===== src/rtl/sample_load_sequencer.sv =====
// Sample-buffer load sequencer between the HPS PIO link and the chromosome processing engine.
// Optional SAMPLE_CHECKSUM_EN adds a running checksum output over accepted words.
module sample_load_sequencer #(
    parameter int NUM_WORDS = 8,
    parameter int SAMPLE_W  = 8
) (
    input  logic                              iClock,
    input  logic                              iReset_n,
    input  logic                              iWriteSample,
    input  logic [31:0]                       iSampleIndex,
    input  logic [31:0]                       iInputWord,
    input  logic [31:0]                       iExpectedWord,
    input  logic [31:0]                       iValidWord,
    input  logic                              iClear,
    input  logic                              iStartRequest,
    input  logic                              iReadyToProcess,
    input  logic                              iDoneProcessing,
    output logic                              oNextSample,
    output logic                              oPreparingNextSample,
    output logic [4*NUM_WORDS*SAMPLE_W-1:0]   oInputSequences,
    output logic [4*NUM_WORDS*SAMPLE_W-1:0]   oExpectedOutputs,
    output logic [4*NUM_WORDS*SAMPLE_W-1:0]   oValidOutputs,
    output logic [7:0]                        oSequencesToProcess,
    output logic                              oStartProcessing,
    output logic                              oDone,
    output logic                              oIndexError,
    output logic [2:0]                        oState
`ifdef SAMPLE_CHECKSUM_EN
    ,
    output logic [31:0]                       oChecksum
`endif
);

    localparam logic [2:0] S_IDLE     = 3'd0;
    localparam logic [2:0] S_LATCH    = 3'd1;
    localparam logic [2:0] S_ACK      = 3'd2;
    localparam logic [2:0] S_WAIT_RDY = 3'd3;
    localparam logic [2:0] S_RUN      = 3'd4;
    localparam logic [2:0] S_DONE     = 3'd5;

    logic [2:0]           state;
    logic [2:0]           next_state;
    logic [NUM_WORDS-1:0] mask;
    logic [NUM_WORDS-1:0] next_mask;
    logic [7:0]           next_seq;
    logic                 idx_ok;

    assign idx_ok = (iSampleIndex < 32'(NUM_WORDS));

    always_comb begin
        next_mask = mask;
        if (state == S_LATCH && idx_ok) begin
            for (int unsigned w = 0; w < NUM_WORDS; w++) begin
                if (iSampleIndex == w) next_mask[w] = 1'b1;
            end
        end
    end

    // Highest loaded word wins; later iterations overwrite lower ones.
    always_comb begin
        next_seq = '0;
        for (int unsigned w = 0; w < NUM_WORDS; w++) begin
            if (next_mask[w]) next_seq = 8'(4 * (w + 1));
        end
    end

    always_comb begin
        next_state = state;
        case (state)
            S_IDLE: begin
                if (iWriteSample)                       next_state = S_LATCH;
                else if (iStartRequest && (mask != '0)) next_state = S_WAIT_RDY;
            end
            S_LATCH:    next_state = S_ACK;
            S_ACK:      if (!iWriteSample) next_state = S_IDLE;
            S_WAIT_RDY: begin
                if (!iStartRequest)       next_state = S_IDLE;
                else if (iReadyToProcess) next_state = S_RUN;
            end
            S_RUN:      if (iDoneProcessing) next_state = S_DONE;
            S_DONE:     if (!iStartRequest) next_state = S_IDLE;
            default:    next_state = S_IDLE;
        endcase
    end

    always_ff @(posedge iClock or negedge iReset_n) begin
        if (!iReset_n) begin
            state               <= S_IDLE;
            mask                <= '0;
            oSequencesToProcess <= '0;
            oIndexError         <= 1'b0;
            oInputSequences     <= '0;
            oExpectedOutputs    <= '0;
            oValidOutputs       <= '0;
`ifdef SAMPLE_CHECKSUM_EN
            oChecksum           <= '0;
`endif
        end else begin
            state <= next_state;
            if (state == S_IDLE && iClear) begin
                mask                <= '0;
                oSequencesToProcess <= '0;
                oIndexError         <= 1'b0;
`ifdef SAMPLE_CHECKSUM_EN
                oChecksum           <= '0;
`endif
            end else if (state == S_LATCH) begin
                mask                <= next_mask;
                oSequencesToProcess <= next_seq;
                if (!idx_ok) begin
                    oIndexError <= 1'b1;
                end else begin
                    for (int unsigned w = 0; w < NUM_WORDS; w++) begin
                        if (iSampleIndex == w) begin
                            for (int unsigned l = 0; l < 4; l++) begin
                                oInputSequences[(4*w+l)*SAMPLE_W +: SAMPLE_W]  <= iInputWord[8*l +: SAMPLE_W];
                                oExpectedOutputs[(4*w+l)*SAMPLE_W +: SAMPLE_W] <= iExpectedWord[8*l +: SAMPLE_W];
                                oValidOutputs[(4*w+l)*SAMPLE_W +: SAMPLE_W]    <= iValidWord[8*l +: SAMPLE_W];
                            end
                        end
                    end
`ifdef SAMPLE_CHECKSUM_EN
                    oChecksum <= {oChecksum[30:0], oChecksum[31]} ^ iInputWord ^ iExpectedWord ^ iValidWord;
`endif
                end
            end
        end
    end

    assign oNextSample          = (state == S_ACK);
    assign oStartProcessing     = (state == S_RUN);
    assign oDone                = (state == S_DONE);
    assign oPreparingNextSample = (state == S_LATCH) || (state == S_WAIT_RDY) ||
                                  (state == S_RUN)   || (state == S_DONE);
    assign oState               = state;

endmodule

===== config.mk =====
export PLATFORM = sky130hd
export DESIGN_NAME = sample_load_sequencer
export DESIGN_NICKNAME = d
export VERILOG_FILES = /design/src/rtl/sample_load_sequencer.sv
export SDC_FILE = /design/constraint.sdc
export NUM_CORES = 1
export LEC_CHECK = 0
export CAP_MARGIN = 20
export CORE_AREA = 5 5 353 355
export CTS_CLUSTER_SIZE = 25
export DETAILED_ROUTE_END_ITERATION = 8
export DIE_AREA = 0 0 358 360
export DONT_BUFFER_PORTS = 1
export GPL_ROUTABILITY_DRIVEN = 1
export PLACE_DENSITY = 0.45
export SKIP_LAST_GASP = 1
export SYNTH_ARGS = -nofsm -noshare
export SYNTH_HDL_FRONTEND = slang
export SYNTH_SLANG_ARGS = --single-unit

===== constraint.sdc =====
create_clock -name iClock -period 2.3 [get_ports iClock]
set_input_delay 0.46 -clock iClock [delete_from_list [all_inputs] [get_ports iClock]]
set_output_delay 0.46 -clock iClock [all_outputs]
set_load 0.1 [all_outputs]

==> impl_metrics.yaml <==
# synthesis and place-and-route metrics
status:
  status: "finished with violations"
  violations: "hold timing, setup timing"
floorplanning:
  die-area_um2: 129000
  core_util_floorplan_pct: 24.3
  die_h_um: 360
  die_w_um: 358
  ios: 919
final_layout:
  nonClkBufAreaFrac_pct: 11.2
  largestClassByArea: "registers"
  flop_area_um2: 19600
  nClkBuffers: 134
  comb-cell-share_pct: 24.6
  fin_nets: 2485
  drive_gt1_share_pct: 44.2
  num_antenna_cells: 4
  inverters: 3
  synthToLayoutAreaGrowth_pct: 31.0
  clk_share_pct: 8.06
  num-nonclk-buffers: 420
route:
  drc_errors: 0
  antenna_left: 0
  avgViaCountPerCell: 4.38
  met2_length_mm: 54.6
  drt-met1-wl_mm: 38.2
  firstDrtPassIters: 5
  top_layer_used: "met4"
  first_iter_violations: 921
timing:
  max_freq_mhz: 427
  drv_slew: 0
  slew_headroom_pct: 15.0
  fin_ws_ps: -42.5
  tns_ps: -87.2
  skew_ps: 20.4
  hold_viol_final: 153
  hold_slack_ps: -546
  finalCriticalPeriod_ps: 2340
  rsz0062_at_grt: "true"
  worstMarginPinSlew_ps: 1270
  setup_viol: 3
power:
  p_sw_uw: 7470
  largestPowerGroup: "clock"
  p_int_uw: 23400
  combinationalPowerShare_pct: 7.2
  p_comb_uw: 2240
  pwr-share-clk_pct: 47.9
  sequentialPowerShare_pct: 44.9
  vdd_drop_max_uv: 518
  powerClk_uw: 14800
  swShare_pct: 24.2
  power.leakage_uw: 0.0199
  p_per_area_nw_per_um2: 800
global_route:
  grtUsageMet1_pct: 17.4
  grt_max_degree: 784
  grt_pass1_wl_mm: 151
  grt_overflow: 0
  grt_pass1_vias: 19100
  grtUsageMet2_pct: 28.4
  antenna_found_initial: 11
  gr-max-usage-layer: "met2"
yosys:
  top_cells_by_area: "dfrtp_1, mux2_2, mux2_1"
  top_area_cell: "dfrtp_1"
  synth_stat.cells: 1934
  yosys.area_share.aoi_pct: 0.556
  synthMuxAreaShare_pct: 25.7
  synth_top_flop_cell: "dfrtp_1"
  synth_flop_count: 783
  ys_async_sr_fraction_pct: 100
  ys_area_um2: 29500
  ys_sh_adder_pct: 0
  synth.distinct_cells: 42
  top_area_share_pct: 66.5
  avgSynthCellArea_um2: 15.2
  topCombFamilyByArea: "multiplexers"
  xor_share_pct: 0
  simple_gate_area_share_pct: 5.39
  netlist_area_um2: 29500
  seq_area_frac_synth_pct: 66.5
  edf_count: 0
  syn_inst: 1934
  most_common_cell: "dfrtp_1"
cts:
  cts.path.max_buffers: 3
  root_buffer: "clkbuf_16"
  numCtsBuffers: 89
  cts_hold_buf: 99
  clkTransAtPathRegs_ps: 60
  clk_latency_ps: 680
  post_cts_buffers: 6
  ctsResizeCount: 27
  h-tree-depth: 3
  cts_tree: "yes"
worst_setup_path:
  cp-startpoint: "oState[2]"
  path_depth: 5
  slowest_stage: "dfrtp_2"
  r2r_slack_ps: 0
  cp_data_arrival_time_ps: 1880
  cp_common_cell: "buf_12"
  cp_max_fo: 7
  critPathLaunchType: "register"
  crit_type: "register to output pin"
  worst_r2r_endpoint: "oSequencesToProcess[3]"
  crit_family: "buffers and inverters"
  worst_setup_path_end_kind: "output pin"
  critPathCapture: "oNextSample"
  rr_startpoint: "oState[0]"
  crit_path_max_incr_delay_ps: 430
  critPathRequiredTime_ps: 1840
  reg2regPathDepth: 9
  path_cells: "buf_6 -> buf_12 -> nand2b_4 -> nor2_4 -> buf_12"
placed_design:
  placed_cells: 3768
  io_buffers: 0
  place_hpwl_mm: 75.9
  gp_congestion: 0.784
  pre_cts_slack_ps: -519
job:
  max_cap_viol_count: 0
  warnings: 38
hold_path:
  hold_class: "primary input to async pin"
Figure 1. Sequential cells colored by netlist name.
Scale: 1.5 px per um. Other sequential cells in the stronger gray, the rest of the logic in the fainter gray.
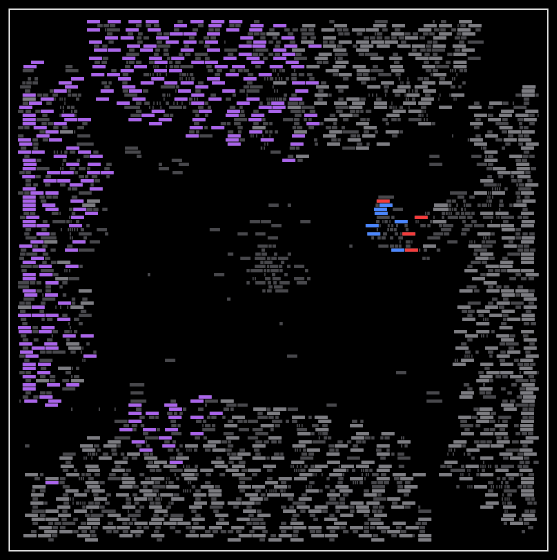
color	signal	sequential cells
blue	`mask`	7
red	`oSequencesToProcess`	4
purple	`oValidOutputs`	256
not colored	516
sequential share of cell area: 50.8%
fin util: 31.9%
Seq. pwr: 13900 uW

Figure 2. Cells colored by class.
Scale: 1 px per um.
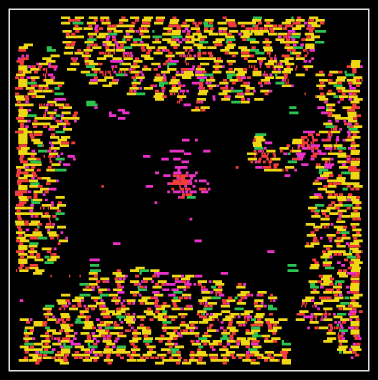
color	class	cells	share of their area
magenta	other buffers and delay cells	420	12%
green	clock drivers and dummy loads	164	8.5%
yellow	flops	783	54%
red	combinational and other logic	1056	26%
post-route design area: 38600 um^2
core region area: 121000 um^2
cell row count: 128

Figure 3. Cell outlines without signal wires.
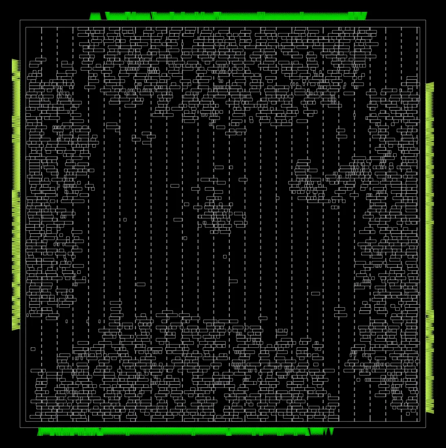
n_taps: 1625
Flops: 783
post-route insts no fill: 4052
# fillers: 12000

Figure 4. M3 wires.
Scale: 1 px per um.
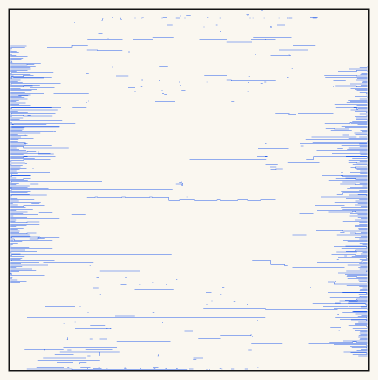
wire length on this layer	10300 um
share of all routed wire	9.6%
routed wire length: 107 mm
GR Layer Usage met3: 6.10%
via count: 17800

Figure 5. Wiring by layer.
Scale: 1 px per um. Two of the layers only.
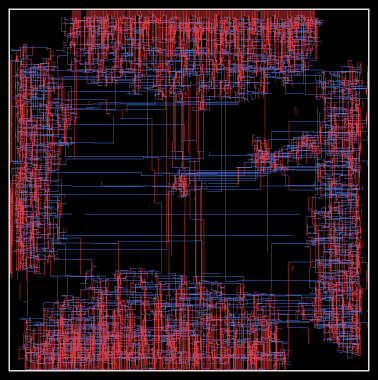
color	layer	wire length
red	metal 2	54.6 mm
blue	metal 1	38.2 mm
GRT Util Overall: 16.1%
DR WL/cell: 26.5 um

Power is estimated from default activity; no workload was simulated.
